Fig. 1: power grid
Scale bar: 20 um. Pins as bars on the die edge.
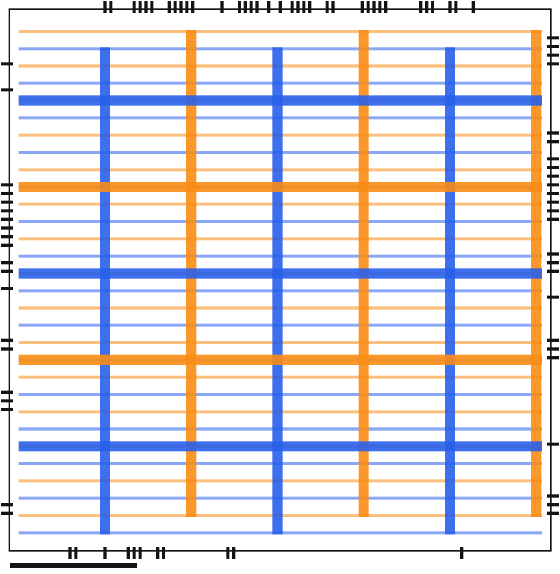
Fig. 2: cells colored by class
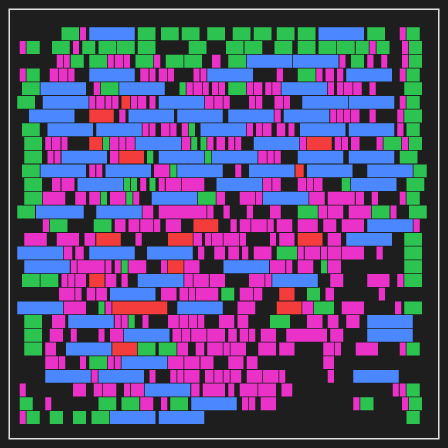
--- config.mk ---
export PLATFORM = sky130hd
export DESIGN_NAME = imem_loader
export DESIGN_NICKNAME = d
export VERILOG_FILES = /design/src/rtl/imem_loader_pkg.sv /design/src/rtl/imem_byte_assembler.sv /design/src/rtl/imem_loader.sv
export SDC_FILE = /design/constraint.sdc
export NUM_CORES = 1
export LEC_CHECK = 0
export CORE_UTILIZATION = 54
export CTS_CLUSTER_DIAMETER = 100
export CTS_CLUSTER_SIZE = 30
export DETAILED_ROUTE_END_ITERATION = 16
export GPL_TIMING_DRIVEN = 0
export PLACE_DENSITY = 0.86
export SYNTH_ARGS = -nofsm -noshare
export SYNTH_HDL_FRONTEND = slang
export SYNTH_SLANG_ARGS = --single-unit
--- constraint.sdc ---
create_clock -name clk -period 6.9 [get_ports clk]
set_clock_uncertainty 0.2 [all_clocks]
set_input_delay 1.38 -clock clk [delete_from_list [all_inputs] [get_ports clk]]
set_output_delay 1.38 -clock clk [all_outputs]
set_load 0.01 [all_outputs]
--- src/rtl/imem_loader_pkg.sv ---
// rtl/imem_loader_pkg.sv - shared types and constants for the instruction memory loader
package imem_loader_pkg;

  typedef enum logic [1:0] {
    ST_IDLE  = 2'd0,
    ST_LOAD  = 2'd1,
    ST_CHECK = 2'd2,
    ST_DONE  = 2'd3
  } state_t;

  localparam int WORD_W = 32;
  localparam int BYTES_PER_WORD = 4;
  localparam logic [1:0] LAST_BYTE = 2'(BYTES_PER_WORD - 1);

endpackage

--- src/rtl/imem_byte_assembler.sv ---
// rtl/imem_byte_assembler.sv - packs accepted bytes into 32-bit words, pulses word_done after the 4th byte
module imem_byte_assembler
  import imem_loader_pkg::*;
#(
  parameter int BIG_ENDIAN = 1
) (
  input  logic              clk,
  input  logic              reset,
  input  logic              clear,
  input  logic              byte_en,
  input  logic [7:0]        byte_data,
  output logic [1:0]        byte_cnt,
  output logic [WORD_W-1:0] word,
  output logic              word_done
);

  always_ff @(posedge clk or negedge reset) begin
    if (!reset) begin
      byte_cnt  <= 2'd0;
      word      <= '0;
      word_done <= 1'b0;
    end else if (clear) begin
      byte_cnt  <= 2'd0;
      word      <= '0;
      word_done <= 1'b0;
    end else begin
      word_done <= byte_en && (byte_cnt == LAST_BYTE);
      if (byte_en) begin
        byte_cnt <= byte_cnt + 2'd1;
        // Shifting in from the low end leaves the first byte on top; from the high end, at the bottom.
        if (BIG_ENDIAN != 0) word <= {word[WORD_W-9:0], byte_data};
        else                 word <= {byte_data, word[WORD_W-1:8]};
      end
    end
  end

endmodule

--- src/rtl/imem_loader.sv ---
// rtl/imem_loader.sv - streams bytes into instruction memory while holding the core in reset
// Optional trailer-word XOR checksum is built when IMEM_LOADER_CHECKSUM_EN is defined.
module imem_loader
  import imem_loader_pkg::*;
#(
  parameter int IM_DEPTH   = 256,
  parameter int BIG_ENDIAN = 1
) (
  input  logic        clk,
  input  logic        reset,
  input  logic        start,
  input  logic [8:0]  len,
  input  logic        byte_valid,
  input  logic [7:0]  byte_data,
  output logic        byte_ready,
  output logic        im_we,
  output logic [31:0] im_addr,
  output logic [31:0] im_wdata,
  output logic        cpu_hold,
  output logic        busy,
  output logic        done,
  output logic        err
);

  localparam logic [8:0] DEPTH_CAP = 9'(IM_DEPTH);

  state_t            state, state_next;
  logic [8:0]        word_cnt, word_idx, idx_inc, len_cap;
  logic              byte_fire, word_last_byte, last_word, start_go, err_next;
  logic [1:0]        asm_cnt;
  logic [WORD_W-1:0] asm_word;
  logic              asm_done;

  assign byte_fire      = byte_valid & byte_ready;
  assign word_last_byte = byte_fire && (asm_cnt == LAST_BYTE);
  assign len_cap        = (len > DEPTH_CAP) ? DEPTH_CAP : len;
  assign idx_inc        = word_idx + 9'd1;
  assign last_word      = (idx_inc == word_cnt);
  assign im_wdata       = asm_word;

  imem_byte_assembler #(.BIG_ENDIAN(BIG_ENDIAN)) u_asm (
    .clk       (clk),
    .reset     (reset),
    .clear     (start_go),
    .byte_en   (byte_fire),
    .byte_data (byte_data),
    .byte_cnt  (asm_cnt),
    .word      (asm_word),
    .word_done (asm_done)
  );

  always_comb begin
    state_next = state;
    start_go   = 1'b0;
    case (state)
      ST_IDLE, ST_DONE: begin
        if (start) begin
          start_go   = 1'b1;
          state_next = (len_cap == 9'd0) ? ST_DONE : ST_LOAD;
        end
      end
`ifdef IMEM_LOADER_CHECKSUM_EN
      ST_LOAD:  if (asm_done && last_word) state_next = ST_CHECK;
      ST_CHECK: if (asm_done) state_next = ST_DONE;
`else
      ST_LOAD:  if (asm_done && last_word) state_next = ST_DONE;
`endif
      default: state_next = state;
    endcase
  end

`ifdef IMEM_LOADER_CHECKSUM_EN
  logic [WORD_W-1:0] wsum_xor;

  always_comb begin
    err_next = err;
    if (start_go) err_next = 1'b0;
    else if ((state == ST_CHECK) && asm_done) err_next = (asm_word != wsum_xor);
  end

  always_ff @(posedge clk or negedge reset) begin
    if (!reset) begin
      wsum_xor <= '0;
      err      <= 1'b0;
    end else begin
      err <= err_next;
      if (start_go)   wsum_xor <= '0;
      else if (im_we) wsum_xor <= wsum_xor ^ asm_word;
    end
  end
`else
  assign err_next = 1'b0;
  assign err      = 1'b0;
`endif

  always_ff @(posedge clk or negedge reset) begin
    if (!reset) begin
      state      <= ST_IDLE;
      word_cnt   <= 9'd0;
      word_idx   <= 9'd0;
      im_addr    <= 32'd0;
      im_we      <= 1'b0;
      byte_ready <= 1'b0;
      busy       <= 1'b0;
      done       <= 1'b0;
      cpu_hold   <= 1'b1;
    end else begin
      state      <= state_next;
      im_we      <= (state == ST_LOAD) && word_last_byte;
      // The cycle after a word's last byte is the write (or compare) cycle, so no byte is taken then.
      byte_ready <= ((state_next == ST_LOAD) || (state_next == ST_CHECK)) && !word_last_byte;
      busy       <= (state_next == ST_LOAD) || (state_next == ST_CHECK);
      done       <= (state_next == ST_DONE);
      cpu_hold   <= (state_next != ST_DONE) || err_next;
      if (start_go) begin
        word_cnt <= len_cap;
        word_idx <= 9'd0;
        im_addr  <= 32'd0;
      end else if (im_we) begin
        word_idx <= idx_inc;
        // Address stays on the final word so it never points past the memory.
        if (!last_word) im_addr <= {21'd0, idx_inc, 2'b00};
      end
    end
  end

endmodule
==> results.cfg <==
; synthesis and place-and-route metrics
[final_layout]
syn_to_final_growth_pct = 27.94
mostFrequentLayoutCells = nand2_1, dfrtp_1, clkdlybuf4s50_1

[synth]
synth_area_sq_um = 3717
ys_types = 56
flop_cell = dfrtp_1
synth_flops = 69
synth-edff-count = 0

[pwr]
power.density_nw_per_um2 = 425.2

[run_status]
violations = DRC
status = finished, violations left

[placed_design]
post_dp_cell_area_sq_um = 4558
post-dp-hpwl_um = 6437

[global_route]
grt_usage = 0.2675
grt_max_degree = 70

[routing]
drtIter0Drc = 263
drt-wirelength-per-cell_um = 15.44
route.detailed.drc = 8
num_vias = 3151
final_antenna_net_count = 0
wirelength_um = 9050
first_pass_iters = 11

[timing]
worst_slew_pin_slew_ns = 0.8632
max_freq_mhz = 294.0
rsz0062_at_grt = false
finalMaxSlewViolations = 0
slew_headroom = 0.4245

[clock_tree]
cts_buffer_depth = 2
cts_hold_buf = 0
cts_inserted_buffers = 9

[die]
rows = 29

[worst_setup_path]
worstPathCellList = clkdlybuf4s50_1 > nor4_1 > nand4_1 > o21ai_0 > and2_1 > nor2_1 > a221oi_2 > ha_1 > a21boi_0
Notes on Fig. 1 above:
VSS -> blue
VDD -> orange
met1 rails = 30
rows = 29
met4 straps = 6
Peak supply drop: 0.2271 mV
Die H: 84.97 um
Core ar.: 6495 sq um
Die X: 84.97 um

Notes on Fig. 2 above:
remaining buffers and delay cells -> green  # cells 114, share of their area 21%
remaining logic cells -> magenta  # cells 310, share of their area 38%
registers -> blue  # cells 69, share of their area 37%
clock drivers and dummy loads -> red  # cells 16, share of their area 4.2%
flop share of the area: 0.3633
Post-Route Utilization: 0.7322

==> final cells by class <==
type | instances | area [sq um] | area share
multi-input combinational | 298 | 1722 | 0.3620
inverter | 12 | 45.04 | 0.009471
timing repair buffer | 66 | 658.1 | 0.1384
sequential | 69 | 1728 | 0.3633
buffer | 48 | 309.0 | 0.06498
clock inverter | 7 | 73.82 | 0.01552
tap | 77 | 96.34 | 0.02026
clock buffer | 9 | 123.9 | 0.02605
==> worst min-delay path: cells and delay by family (launching register included) <==
kind | cells | cell delay, ns
flops | 1 | 0.38
simple gates | 2 | 0.11
==> routing by layer <==
layer	part of all wire	track usage	vias to the layer above
met3	0.054	0.04767	18
met5	0	0	-
met1	0.43	0.3520	1509
li1	-	-	1510
met2	0.50	0.4377	114
met4	0.017	0.1140	0
==> sequential cells by signal, summed over array words and instances (netlist names) <==
signal / cells
u_asm.word: 32
done: 1
u_asm.word_done: 1
cpu_hold: 1
u_asm.byte_cnt: 2
byte_ready: 1
word_idx: 9
word_cnt: 9
im_we: 1
im_addr: 9
state: 2
busy: 1
==> path summary, 6_finish.rpt <==
| check | to | slack, ns | from |
|---|---|---|---|
| worst min-delay path | word_cnt[1] | 0.32 | word_cnt[1] |
| worst max register to register | byte_ready | 3.74 | word_idx[0] |
| worst max-delay path | byte_ready | 3.50 | len[8] |
| min in group asynchronous | word_cnt[2] | 0.93 | reset |
| worst min register to register | word_cnt[1] | 0.32 | word_cnt[1] |
| max in group asynchronous | im_addr[10] | 4.99 | reset |
==> where the power goes <==
group          internal, W  total, W  switching, W
registers         0.000573  0.000718      0.000145
logic             0.000479  0.000970      0.000491
clock network     0.000168  0.000334      0.000166
total              0.00122   0.00202      0.000802
==> cells by family after synthesis <==
logic type,count (synthesis),synth area share
AND-OR/OR-AND,73,0.1326
other,1,0.001009
multiplexers,1,0.002693
XOR/XNOR,24,0.06496
flip-flops,69,0.4648
adder cells (fa/ha/maj),7,0.02289
AND/OR/NAND/NOR,169,0.2158
buffers and inverters,60,0.09525
==> metrics by stage <==
step / total power, W / cells / hold WS (ns) / setup WS (ns)
floorplan: 0.001277 / 427 / 0.2583 / 3.917
global placement: 0.001637 / 570 / 0.2760 / 2.003
detailed placement: 0.001679 / 570 / 0.2995 / 3.141
CTS: 0.002019 / 586 / 0.3188 / 3.478
global route: 0.002149 / 586 / 0.3434 / 3.310
finish: 0.002022 / 586 / 0.3184 / 3.498
==> Yosys cell counts (all sizes together), types with 6 or more instances <==
master,instances,area share
o21ai,7,0.0094
nand3b,9,0.018
nand2,99,0.10
dfrtp,68,0.46
xnor2,9,0.021
inv,12,0.012
a211oi,12,0.032
buf,35,0.070
nor2,16,0.016
xor2,13,0.031
and3,10,0.018
clkbuf,13,0.013
a21oi,38,0.051
ha,6,0.020
and2,7,0.012
nand3,10,0.016
No activity file was given, so power comes from the tool's default toggle rates.
